File: src/rtl/fir_frame_packer.sv
// Purpose: captures a fixed-length frame of decimated FIR samples into a small FIFO and
//          serialises it as start-flag byte, MSB/LSB byte pairs per sample, then a footer byte.
// Latency: header byte valid the cycle after an accepted chirp_start; a captured sample is
//          readable from the FIFO one cycle after it is written.
// Backpressure: out_valid/out_ready; stalled bytes hold stable. When the FIFO is full,
//          incoming samples are dropped and the sticky overflow flag is set.
// Ports: clk, rst_n (sync, active-low); din/dvalid/din_en sample input; chirp_start trigger;
//        out_data/out_valid/out_ready byte stream; frame_active, frame_done, overflow status.
module fir_frame_packer #(
  parameter int         DATA_WIDTH        = 14,
  parameter int         SAMPLES_PER_FRAME = 1024,
  parameter int         SPF_LOG2          = 10,
  parameter int         FIFO_DEPTH        = 8,
  parameter int         FIFO_DEPTH_LOG2   = 3,
  parameter logic [7:0] START_FLAG        = 8'hA5,
  parameter logic [7:0] STOP_FLAG         = 8'h5A,
  parameter logic [7:0] STOP_FLAG_OVF     = 8'h5B
) (
  input  logic                         clk,
  input  logic                         rst_n,
  input  logic signed [DATA_WIDTH-1:0] din,
  input  logic                         dvalid,
  input  logic                         din_en,
  input  logic                         chirp_start,
  output logic [7:0]                   out_data,
  output logic                         out_valid,
  input  logic                         out_ready,
  output logic                         frame_active,
  output logic                         frame_done,
  output logic                         overflow
);

  localparam logic [2:0] S_IDLE    = 3'd0;
  localparam logic [2:0] S_HEADER  = 3'd1;
  localparam logic [2:0] S_SAMP_HI = 3'd2;
  localparam logic [2:0] S_SAMP_LO = 3'd3;
  localparam logic [2:0] S_FOOTER  = 3'd4;

  localparam logic [SPF_LOG2:0]        SPF_CNT   = SAMPLES_PER_FRAME[SPF_LOG2:0];
  localparam logic [FIFO_DEPTH_LOG2:0] FIFO_FULL = FIFO_DEPTH[FIFO_DEPTH_LOG2:0];

  logic [2:0]                   state, state_nxt;
  logic [SPF_LOG2:0]            cap_cnt;
  logic                         ovf_q;

  logic [DATA_WIDTH-1:0]        mem [FIFO_DEPTH];
  logic [FIFO_DEPTH_LOG2-1:0]   wr_ptr, rd_ptr;
  logic [FIFO_DEPTH_LOG2:0]     fcnt;
  logic                         fifo_empty, fifo_full;
  logic signed [DATA_WIDTH-1:0] head;
  logic [7:0]                   head_hi, head_lo;

  logic samp, accept, cap_open, cap_done;
  logic push_req, push, pop, drop;

  assign samp       = dvalid && din_en;
  assign accept     = chirp_start && (state == S_IDLE);
  assign cap_done   = (cap_cnt == SPF_CNT);
  // The accept cycle opens capture even though cap_cnt still holds the
  // previous frame's saturated count.
  assign cap_open   = accept || ((state != S_IDLE) && (cap_cnt < SPF_CNT));

  assign fifo_empty = (fcnt == '0);
  assign fifo_full  = (fcnt == FIFO_FULL);
  assign head       = mem[rd_ptr];
  // Arithmetic shift sign-fills, so the low 8 bits are bits [DW-1:8] sign-extended.
  assign head_hi    = 8'(head >>> 8);
  assign head_lo    = head[7:0];

  // SAMP_LO is only entered with a non-empty FIFO, so out_valid is high there.
  assign pop        = (state == S_SAMP_LO) && out_ready;
  assign push_req   = cap_open && samp;
  // A pop in the same cycle frees a slot, so a full FIFO still accepts the push.
  assign push       = push_req && (!fifo_full || pop);
  assign drop       = push_req && !push;

  assign frame_active = (state != S_IDLE);
  assign frame_done   = (state == S_FOOTER) && out_ready;
  assign overflow     = ovf_q;

  always_comb begin
    out_valid = 1'b0;
    out_data  = 8'h00;
    state_nxt = state;
    case (state)
      S_IDLE: begin
        if (chirp_start) state_nxt = S_HEADER;
      end
      S_HEADER: begin
        out_valid = 1'b1;
        out_data  = START_FLAG;
        if (out_ready) state_nxt = S_SAMP_HI;
      end
      S_SAMP_HI: begin
        if (!fifo_empty) begin
          out_valid = 1'b1;
          out_data  = head_hi;
          if (out_ready) state_nxt = S_SAMP_LO;
        end else if (cap_done) begin
          state_nxt = S_FOOTER;
        end
      end
      S_SAMP_LO: begin
        out_valid = 1'b1;
        out_data  = head_lo;
        if (out_ready) state_nxt = S_SAMP_HI;
      end
      S_FOOTER: begin
        out_valid = 1'b1;
        out_data  = ovf_q ? STOP_FLAG_OVF : STOP_FLAG;
        if (out_ready) state_nxt = S_IDLE;
      end
      default: state_nxt = S_IDLE;
    endcase
  end

  always_ff @(posedge clk) begin
    if (!rst_n) begin
      state   <= S_IDLE;
      cap_cnt <= '0;
      ovf_q   <= 1'b0;
      wr_ptr  <= '0;
      rd_ptr  <= '0;
      fcnt    <= '0;
    end else begin
      state <= state_nxt;

      if (accept) begin
        cap_cnt <= samp ? {{SPF_LOG2{1'b0}}, 1'b1} : '0;
      end else if (push_req) begin
        cap_cnt <= cap_cnt + 1'b1;
      end

      // The FIFO is always empty in IDLE, so accept and drop never coincide.
      if (accept)    ovf_q <= 1'b0;
      else if (drop) ovf_q <= 1'b1;

      if (push) wr_ptr <= wr_ptr + 1'b1;
      if (pop)  rd_ptr <= rd_ptr + 1'b1;

      case ({push, pop})
        2'b10:   fcnt <= fcnt + 1'b1;
        2'b01:   fcnt <= fcnt - 1'b1;
        default: fcnt <= fcnt;
      endcase
    end
  end

  // Storage needs no reset; occupancy is tracked by fcnt.
  always_ff @(posedge clk) begin
    if (push) mem[wr_ptr] <= din;
  end

endmodule
File: config.mk
export PLATFORM = sky130hd
export DESIGN_NAME = fir_frame_packer
export DESIGN_NICKNAME = d
export VERILOG_FILES = /design/src/rtl/fir_frame_packer.sv
export SDC_FILE = /design/constraint.sdc
export NUM_CORES = 1
export LEC_CHECK = 0
export CORE_ASPECT_RATIO = 1.4
export CORE_MARGIN = 2
export CORE_UTILIZATION = 62
export CTS_BUF_LIST = sky130_fd_sc_hd__clkbuf_4
export CTS_CLUSTER_DIAMETER = 100
export CTS_CLUSTER_SIZE = 8
export DETAILED_ROUTE_END_ITERATION = 10
export HOLD_SLACK_MARGIN = 0.12
export PLACE_DENSITY = 0.82
export SKIP_LAST_GASP = 1
export SYNTH_ARGS = -nofsm -noshare
export SYNTH_HDL_FRONTEND = slang
export SYNTH_SLANG_ARGS = --single-unit
File: constraint.sdc
create_clock -name clk -period 4 [get_ports clk]
set_clock_uncertainty 0.05 [all_clocks]
set_input_delay 0.4 -clock clk [delete_from_list [all_inputs] [get_ports clk]]
set_output_delay 0.4 -clock clk [all_outputs]
set_load 0.005 [all_outputs]
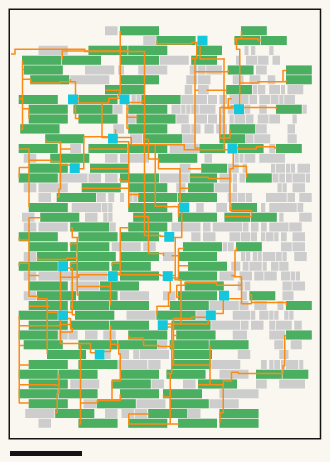
**Above:** run 1 (clock distribution).
The bar under the picture is 20 µm long.
legend:
  cyan:
    item: clock drivers
    count: 17
  orange:
    item: clock wires
    length: 1450 µm
  green:
    item: flip-flops
    count: 140
flops lie: spread over the die
routed clock nets: 18

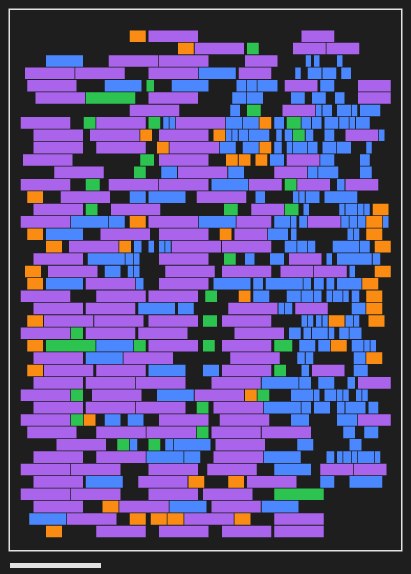
**Above:** run 1 (cell classes on the final placement).
The bar under the picture is 20 µm long.
legend:
  green:
    class: clock drivers and dummy loads
    cells: 32
    share_of_their_area: 4.9%
  blue:
    class: combinational and other logic
    cells: 206
    share_of_their_area: 28%
  purple:
    class: sequential cells
    cells: 140
    share_of_their_area: 60%
  orange:
    class: remaining buffers and delay cells
    cells: 44
    share_of_their_area: 6.3%

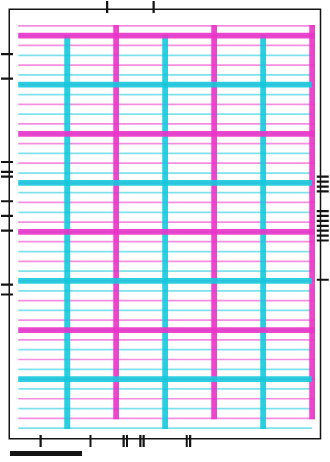
**Above:** run 1 (power grid).
The bar under the picture is 20 µm long. Pins as bars on the die edge.
legend:
  cyan:
    net: VSS
  magenta:
    net: VDD
signal pins: 32
rows: 41
met1 rails: 42
met5 straps: 8

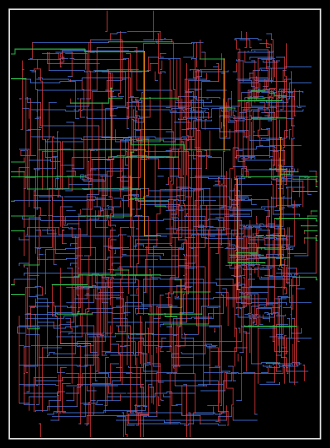
**Above:** run 1 (routed metal, one colour a layer).
legend:
  orange:
    layer: metal 4
    wire_length: 194 µm
  green:
    layer: metal 3
    wire_length: 625 µm
  blue:
    layer: metal 1
    wire_length: 4270 µm
  red:
    layer: metal 2
    wire_length: 5950 µm

==> flow_summary.json, run 1 <==
{
  "status": "finished, violations left",
  "violations": "DRC",
  "reg_top3": "mem x112, cap_cnt x11, fcnt x4",
  "sh_seq_area_pct": 59.2,
  "critPathMaxFanout": 12,
  "worstSkewPairLatency_ns": 0.52,
  "hp-class": "register to register",
  "simple_gate_share_pct": 8.54,
  "use_met3_pct": 5.03,
  "fp.dieH_um": 119,
  "ys_cells": 361,
  "warning_count": 27,
  "grt.busiest_layer": "met2",
  "place_inst": 497,
  "yosys-top-cells-count": "112 x edfxtp_1, 28 x dfxtp_1, 28 x mux4_2",
  "period_needed_ns": 3.43,
  "finalMaxSlewViolations": 0,
  "power_w": 0.00320,
  "top_register": "mem",
  "ys.flops": 140,
  "layout.nonclk_buf_share_pct": 6.15,
  "drt_iter0_markers": 318,
  "buffers_excl_clock": 44,
  "synth-edff-count": 112,
  "wirelength_mm": 11.0,
  "period_used_pct": 85.7,
  "seq_cells": 140,
  "final_nets": 436,
  "nClkBuffers": 18,
  "worstReg2RegStart": "state[1]$_SDFFE_PN0P_",
  "cp-endpoint": "out_data[0]",
  "inverters": 10,
  "worst-endpoint-arrival_ns": 2.98,
  "reg2reg_slack_ns": 1.03,
  "die_area_um2": 10200,
  "worst_setup_path_start_kind": "register",
  "max_cap_viol_count": 0,
  "n_antenna_cell": 0,
  "hpwl_mm": 7.18,
  "dr_wl_met3_um": 624,
  "flop_cell": "edfxtp_1",
  "worstPathRequired_ns": 3.55,
  "tns_ns": 0,
  "final_util_pct": 73.0,
  "setup_viol": 0,
  "grt-ovfl-total": 0,
  "worst_slack_ns": 0.572,
  "power_leakage_nw": 2.19,
  "cp_cell_sequence": "buf_4, mux4_2, mux2i_1, nor2_1, a211o_1, clkdlybuf4s50_1",
  "xor_area_share_pct": 1.96,
  "cts_tree": "yes",
  "top_layer_used": "met4",
  "grt_use_met1_pct": 30.0,
  "post-route-drc-count": 4,
  "rows": 41,
  "synthMuxAreaShare_pct": 14.0,
  "dr.pass1.iters": 8,
  "path_delay_family": "buffers and inverters",
  "reg2regPathDepth": 10,
  "yosysTopAreaCell": "edfxtp_1",
  "synth_top_cell_by_count": "edfxtp_1",
  "finalInstanceArea_um2": 6630,
  "syn_area_per_cell_um2": 16.1,
  "grt_usage_pct": 23.5,
  "yosysSeqAreaShare_pct": 67.4,
  "grt_pass1_vias": 3370,
  "routedWlPerCell_um": 20.9,
  "core_um2": 9080,
  "crit_slowest_cell": "dfxtp_2",
  "path_clk_slew_ns": 0.12,
  "ctsHtreeMaxLevel": 4,
  "synthArstFlopShare_pct": 0,
  "postSynthCellCount": 361,
  "wirelength_met1_mm": 4.27,
  "r2r-end": "fcnt[3]$_SDFFE_PN0P_",
  "yosys.cell_types.count": 53,
  "cts.repair.resized": 0,
  "p_per_area_nw_per_um2": 482,
  "slowest_delay_ns": 0.61,
  "logic_gate_count": 196,
  "crit_type": "register to output pin",
  "netlist_area_um2": 5820,
  "ir_drop_uv": 401,
  "ctsHoldBuffers": 0,
  "sh_comb_area_pct": 27.3,
  "ys_top_logic_family": "multiplexers",
  "largest_reg_flops": 112,
  "comb_area_um2": 1810,
  "viasPerCell": 6.15,
  "fill_cells": 560,
  "seqCellArea_um2": 3930,
  "die_w_um": 85.9,
  "clock.fmax_mhz": 292,
  "hold_ws_ns": 0.475,
  "ctsRootBufferMaster": "clkbuf_4",
  "gp_congestion": 0.827,
  "drtAntennaViolNets": 0,
  "slew_headroom_pct": 52.0,
  "numCtsBuffers": 17,
  "tightest_slew_ns": 0.718,
  "nWellTaps": 107,
  "min_from": "rd_ptr[2]$_SDFFE_PN0P_",
  "worst_setup_path_end_kind": "output pin",
  "dp_slack_ns": 0.948,
  "grt_max_degree": 21,
  "drive_above_1_share_pct": 20.6,
  "area_share_clock_buf_inv_pct": 4.79,
  "hold_depth": 2,
  "hold_viol": 0
}
-- run 1: cell usage in the layout, fill, tap and decap left out, types with 8 or more instances in the layout --
master | Yosys | routed
edfxtp_1 | 112 | 112
clkdlybuf4s50_1 | 0 | 31
mux4_2 | 28 | 28
dfxtp_1 | 28 | 27
nor2_1 | 26 | 26
clkbuf_4 | 0 | 18
nand2_1 | 17 | 17
mux2i_1 | 16 | 16
buf_4 | 1 | 13
o21ai_0 | 11 | 11
inv_1 | 9 | 9
a21oi_1 | 8 | 8
xor2_1 | 8 | 8
-- run 1: where the power goes --
part / switching (W) / internal, W / total, W
logic: 0.000259 / 0.000260 / 0.000520
registers: 0.0000760 / 0.00162 / 0.00169
clock network: 0.000531 / 0.000455 / 0.000986
==> run 2, diff against run 1 <==
- CTS_CLUSTER_DIAMETER: 100 -> 50
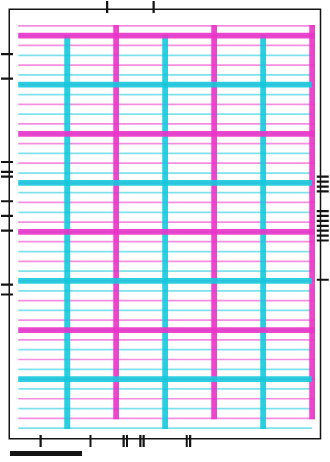
**Above:** run 2 (power grid).
The bar under the picture is 20 µm long. Pins as bars on the die edge.
legend:
  cyan:
    net: VSS
  magenta:
    net: VDD
met1 rails: 42
met5 straps: 8
rows: 41

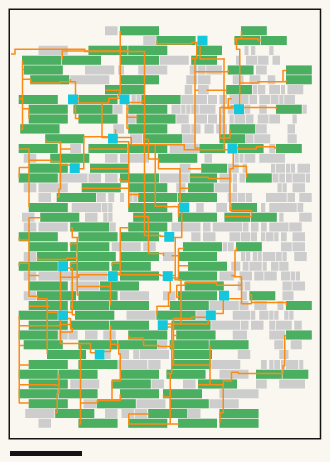
**Above:** run 2 (clock distribution).
The bar under the picture is 20 µm long.
legend:
  green:
    item: flip-flops
    count: 140
  orange:
    item: clock wires
    length: 1450 µm
  cyan:
    item: clock drivers
    count: 17
flops lie: spread over the die

==> run 2 against run 1 <==
Compared with the run above:
- the flow still finishes with violations (DRC)
- final cell count did not move
- combinational power barely moved
- total power unchanged
- critical path depth stayed put
- synthesized cell count unchanged
- global-route usage did not move
- hold slack is the same
- critical path type unchanged
- critical endpoint unchanged
- largest cell class unchanged
==> flow_summary.json, run 2 <==
{
  "drtAntennaViolNets": 0,
  "ys_top_logic_family": "multiplexers",
  "ctsHoldBuffers": 0,
  "numCtsBuffers": 17,
  "warning_count": 27,
  "ctsRootBufferMaster": "clkbuf_4",
  "critPathMaxFanout": 12,
  "yosys.cell_types.count": 53,
  "r2r-end": "fcnt[3]$_SDFFE_PN0P_",
  "nWellTaps": 107,
  "seqCellArea_um2": 3930,
  "finalMaxSlewViolations": 0,
  "worst_setup_path_end_kind": "output pin",
  "use_met3_pct": 5.03,
  "reg_top3": "mem x112, cap_cnt x11, fcnt x4",
  "worstSkewPairLatency_ns": 0.52,
  "clock.fmax_mhz": 292,
  "synthArstFlopShare_pct": 0,
  "area_share_clock_buf_inv_pct": 4.79,
  "ir_drop_uv": 401,
  "grt-ovfl-total": 0,
  "hold_viol": 0,
  "inverters": 10,
  "yosys_area_um2": 5820,
  "grt_pass1_wl_mm": 17.6,
  "place_inst": 497,
  "antenna_found_initial": 0,
  "grt_max_degree": 21,
  "power_leakage_nw": 2.19,
  "dr.pass1.iters": 8,
  "yosysSeqAreaShare_pct": 67.4,
  "worst-endpoint-arrival_ns": 2.98,
  "hold_depth": 2,
  "syn_area_per_cell_um2": 16.1,
  "io_pins": 32,
  "worstPathRequired_ns": 3.55,
  "grt_usage_pct": 23.5,
  "worstReg2RegStart": "state[1]$_SDFFE_PN0P_",
  "top_register": "mem",
  "die_area_um2": 10200,
  "slowest_delay_ns": 0.61,
  "post-route-drc-count": 4,
  "worst_setup_path_start_kind": "register",
  "reg2reg_slack_ns": 1.03,
  "seq_cells": 140,
  "grt_use_met1_pct": 30.0,
  "flop_cell": "edfxtp_1",
  "nClkBuffers": 18,
  "tightest_slew_ns": 0.718,
  "ctsHtreeMaxLevel": 4,
  "min_from": "rd_ptr[2]$_SDFFE_PN0P_",
  "sh_comb_area_pct": 27.3,
  "cts.repair.resized": 0,
  "gp_congestion": 0.827,
  "cts_tree": "yes",
  "period_needed_ns": 3.43,
  "n_antenna_cell": 0,
  "yosysTopAreaCell": "edfxtp_1",
  "ys_cells": 361,
  "reg2regPathDepth": 10,
  "simple_gate_share_pct": 8.54,
  "buffers_excl_clock": 44,
  "hpwl_mm": 7.18,
  "finalInstanceArea_um2": 6630,
  "period_used_pct": 85.7,
  "wirelength_mm": 11.0,
  "postSynthCellCount": 361,
  "grt_pass1_vias": 3370,
  "yosys-top-cells-area": "edfxtp_1 58%, mux4_2 11%, dfxtp_1 9.6%, mux2i_1 2.8%, nor2_1 1.7%",
  "drive_above_1_share_pct": 20.6,
  "max_cap_viol_count": 0,
  "violations": "DRC",
  "synthMuxAreaShare_pct": 14.0,
  "post_layout_nonfiller_instances": 529,
  "xor_area_share_pct": 1.96,
  "ys.flops": 140,
  "sh_seq_area_pct": 59.2,
  "routedWlPerCell_um": 20.9,
  "largest_reg_flops": 112,
  "hp-class": "register to register",
  "netlist_area_um2": 5820,
  "fp_util_pct": 64.1,
  "worst_slack_ns": 0.572,
  "cp_cell_sequence": "buf_4, mux4_2, mux2i_1, nor2_1, a211o_1, clkdlybuf4s50_1",
  "synth_top_cell_by_count": "edfxtp_1",
  "grt.busiest_layer": "met2",
  "final_nets": 436,
  "synth-edff-count": 112,
  "hold_ws_ns": 0.475,
  "crit_slowest_cell": "dfxtp_2",
  "die_w_um": 85.9,
  "tns_ns": 0,
  "setup_viol": 0,
  "mostFrequentLayoutCell": "edfxtp_1",
  "crit_type": "register to output pin",
  "synthAoiAreaFrac_pct": 4.52,
  "core_um2": 9080,
  "slew_headroom_pct": 52.0,
  "p_per_area_nw_per_um2": 482,
  "logic_gate_count": 196,
  "final_cell_mix": "112 x edfxtp_1, 31 x clkdlybuf4s50_1, 28 x mux4_2",
  "path_clk_slew_ns": 0.12,
  "cp-endpoint": "out_data[0]",
  "drt_iter0_markers": 318,
  "viasPerCell": 6.15,
  "fp.dieH_um": 119,
  "rows": 41,
  "final_util_pct": 73.0,
  "yosys-top-cells-count": "112 x edfxtp_1, 28 x dfxtp_1, 28 x mux4_2",
  "power_w": 0.00320,
  "dp_slack_ns": 0.948,
  "comb_area_um2": 1810,
  "layout.nonclk_buf_share_pct": 6.15,
  "fill_cells": 560,
  "status": "finished, violations left"
}
[run 2: cell counts in the layout (fill, tap and decap cells not counted)]
No cell type changed its count.
[run 2: where the power goes]
group          internal, W  switching [W]  leakage [nW]
clock             0.000455       0.000531         0.166
combinational     0.000260       0.000259         0.782
sequential         0.00162      0.0000760          1.24
[run 2: worst max-delay path: cells and delay by family (launching register included)]
family | cells | cell delay [ns]
buffers and inverters | 2 | 0.77
AND/OR/NAND/NOR | 1 | 0.06
flip-flops | 1 | 0.61
multiplexers | 2 | 0.73
AND-OR/OR-AND | 1 | 0.28
[run 2: per-layer routing]
metal	routed length (µm)	up-vias
met1	4270	1599
met3	624	17
met4	193	0
li1	-	1505
met2	5950	130
met5	0	-
==> run 3, diff against run 2 <==
- GPL_ROUTABILITY_DRIVEN: not set -> 1
- SLEW_MARGIN: not set -> 10
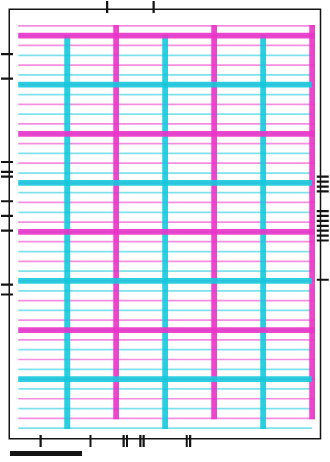
**Above:** run 3 (power grid).
The bar under the picture is 20 µm long. Pins as bars on the die edge.
core area: 9080 µm²
chip width: 85.9 µm
Die H: 119 µm
VDD IR max: 401 µV

==> run 3 against run 2 <==
Compared with the run above:
- the flow still finishes with violations (DRC)
- total power is the same
- register-to-register slack is essentially flat
- combinational power hardly changed
- hold slack unchanged
- critical path type unchanged
- sequential power barely moved
- first-iteration DRC count did not move
- global-route usage unchanged
- fmax unchanged
- die area unchanged
- worst setup slack is the same
- clock power is essentially flat
==> flow_summary.json, run 3 <==
{
  "ys_cells": 361,
  "violations": "DRC",
  "power-top-group": "sequential cells",
  "postSynthCellCount": 361,
  "clock_power_w": 0.000986,
  "worst_setup_path_end_kind": "output pin",
  "path_delay_family": "buffers and inverters",
  "fill_cells": 560,
  "period_needed_ns": 3.43,
  "cts.repair.resized": 0,
  "grt.busiest_layer": "met2",
  "tns_ns": 0,
  "ys_top_logic_family": "multiplexers",
  "wirelength_met1_mm": 4.27,
  "clock_power_share_pct": 30.8,
  "yosys-top-cells-area": "edfxtp_1 58%, mux4_2 11%, dfxtp_1 9.6%, mux2i_1 2.8%, nor2_1 1.7%",
  "period_used_pct": 85.7,
  "synth-edff-count": 112,
  "synth_top_cell_by_count": "edfxtp_1",
  "fp_util_pct": 64.1,
  "wirelength_mm": 11.0,
  "cp_cell_sequence": "buf_4, mux4_2, mux2i_1, nor2_1, a211o_1, clkdlybuf4s50_1",
  "yosys_area_um2": 5820,
  "synthAoiAreaFrac_pct": 4.52,
  "warning_count": 27,
  "finalMaxSlewViolations": 0,
  "finalInstanceArea_um2": 6630,
  "cts_tree": "yes",
  "synthMuxAreaShare_pct": 14.0,
  "simple_gate_share_pct": 8.54,
  "switchingPower_w": 0.000866,
  "power_leakage_nw": 2.19,
  "slowest_delay_ns": 0.61,
  "ctsHtreeMaxLevel": 4,
  "xor_area_share_pct": 1.96,
  "power_w": 0.00320,
  "path_clk_slew_ns": 0.12,
  "top_layer_used": "met4",
  "crit_slowest_cell": "dfxtp_2",
  "flop_cell": "edfxtp_1",
  "ctsHoldBuffers": 0,
  "ys.flops": 140,
  "yosysSeqAreaShare_pct": 67.4,
  "setup_viol": 0,
  "p_seq_w": 0.00169,
  "grt-ovfl-total": 0,
  "yosys.cell_types.count": 53,
  "dr.pass1.iters": 8,
  "n_antenna_cell": 0,
  "grt_pass1_vias": 3370,
  "grt_pass1_wl_mm": 17.6,
  "hpwl_mm": 7.18,
  "final_cell_mix": "112 x edfxtp_1, 31 x clkdlybuf4s50_1, 28 x mux4_2",
  "drtAntennaViolNets": 0,
  "clock.fmax_mhz": 292,
  "drt_iter0_markers": 318,
  "pg_comb_w": 0.000520,
  "netlist_area_um2": 5820,
  "worst_slack_ns": 0.572,
  "status": "finished, violations left",
  "routedWlPerCell_um": 20.9,
  "met2_length_mm": 5.95,
  "tightest_slew_ns": 0.718,
  "ctsRootBufferMaster": "clkbuf_4",
  "yosys-top-cells-count": "112 x edfxtp_1, 28 x dfxtp_1, 28 x mux4_2",
  "worst-endpoint-arrival_ns": 2.98,
  "max_cap_viol_count": 0,
  "use_met2_pct": 38.7,
  "rows": 41,
  "grt_max_degree": 21,
  "syn_area_per_cell_um2": 16.1,
  "grt_use_met1_pct": 30.0,
  "post-route-drc-count": 4,
  "hp-class": "register to register",
  "p_per_area_nw_per_um2": 482,
  "ys_warn_count": 0,
  "worstSkewPairLatency_ns": 0.52,
  "top_register": "mem",
  "viasPerCell": 6.15,
  "hold_viol": 0,
  "reg_top3": "mem x112, cap_cnt x11, fcnt x4",
  "io_pins": 32,
  "crit_type": "register to output pin",
  "drive_above_1_share_pct": 20.6,
  "largest_reg_flops": 112,
  "post_layout_nonfiller_instances": 529,
  "swShare_pct": 27.1,
  "critPathBufInv": 2,
  "antenna_found_initial": 0,
  "power_frac_comb_pct": 16.3,
  "gp_congestion": 0.827,
  "slew_headroom_pct": 52.0,
  "mostFrequentLayoutCell": "edfxtp_1",
  "place_inst": 497,
  "cts_buffer_depth": 2,
  "critPathMaxFanout": 12,
  "worst_setup_path_start_kind": "register",
  "dr_wl_met3_um": 624,
  "numCtsBuffers": 17,
  "hold_ws_ns": 0.475,
  "internal-power_w": 0.00233,
  "seqPwrFrac_pct": 52.9,
  "worstPathRequired_ns": 3.55,
  "final_nets": 436,
  "yosysTopAreaCell": "edfxtp_1"
}
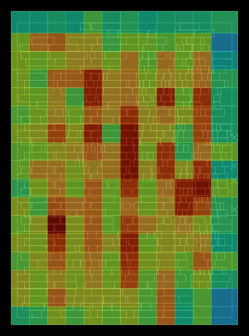
**Above:** run 3 (routing congestion).
met3 GRT Util: 5.03%
Final Core Density: 73.0%
GRT Util Overall: 23.5%

-- run 3: cell counts in the layout (fill, tap and decap cells not counted) --
Identical to the previous run, type by type.
-- run 3: layout make-up --
cell class              count  area (µm²)  area share (%)
clock buffers              18         135            2.04
clock inverters            14         183            2.75
inverters                  10        37.5           0.566
multi-input cells         196        1810            27.3
flip-flops and latches    140        3930            59.2
well taps                 107         134            2.02
repair buffers             44         408            6.15
-- run 3: path summary, 6_finish.rpt --
path | start | end | slack (ns) | depth (start not counted)
max | register | out_data[0] | 0.57 | 6
min | rd_ptr[2]$_SDFFE_PN0P_ | register | 0.48 | 2
min reg2reg | rd_ptr[2]$_SDFFE_PN0P_ | register | 0.48 | 2
max reg2reg | state[1]$_SDFFE_PN0P_ | fcnt[3]$_SDFFE_PN0P_ | 1.03 | 10
Power and IR drop assume default switching activity.
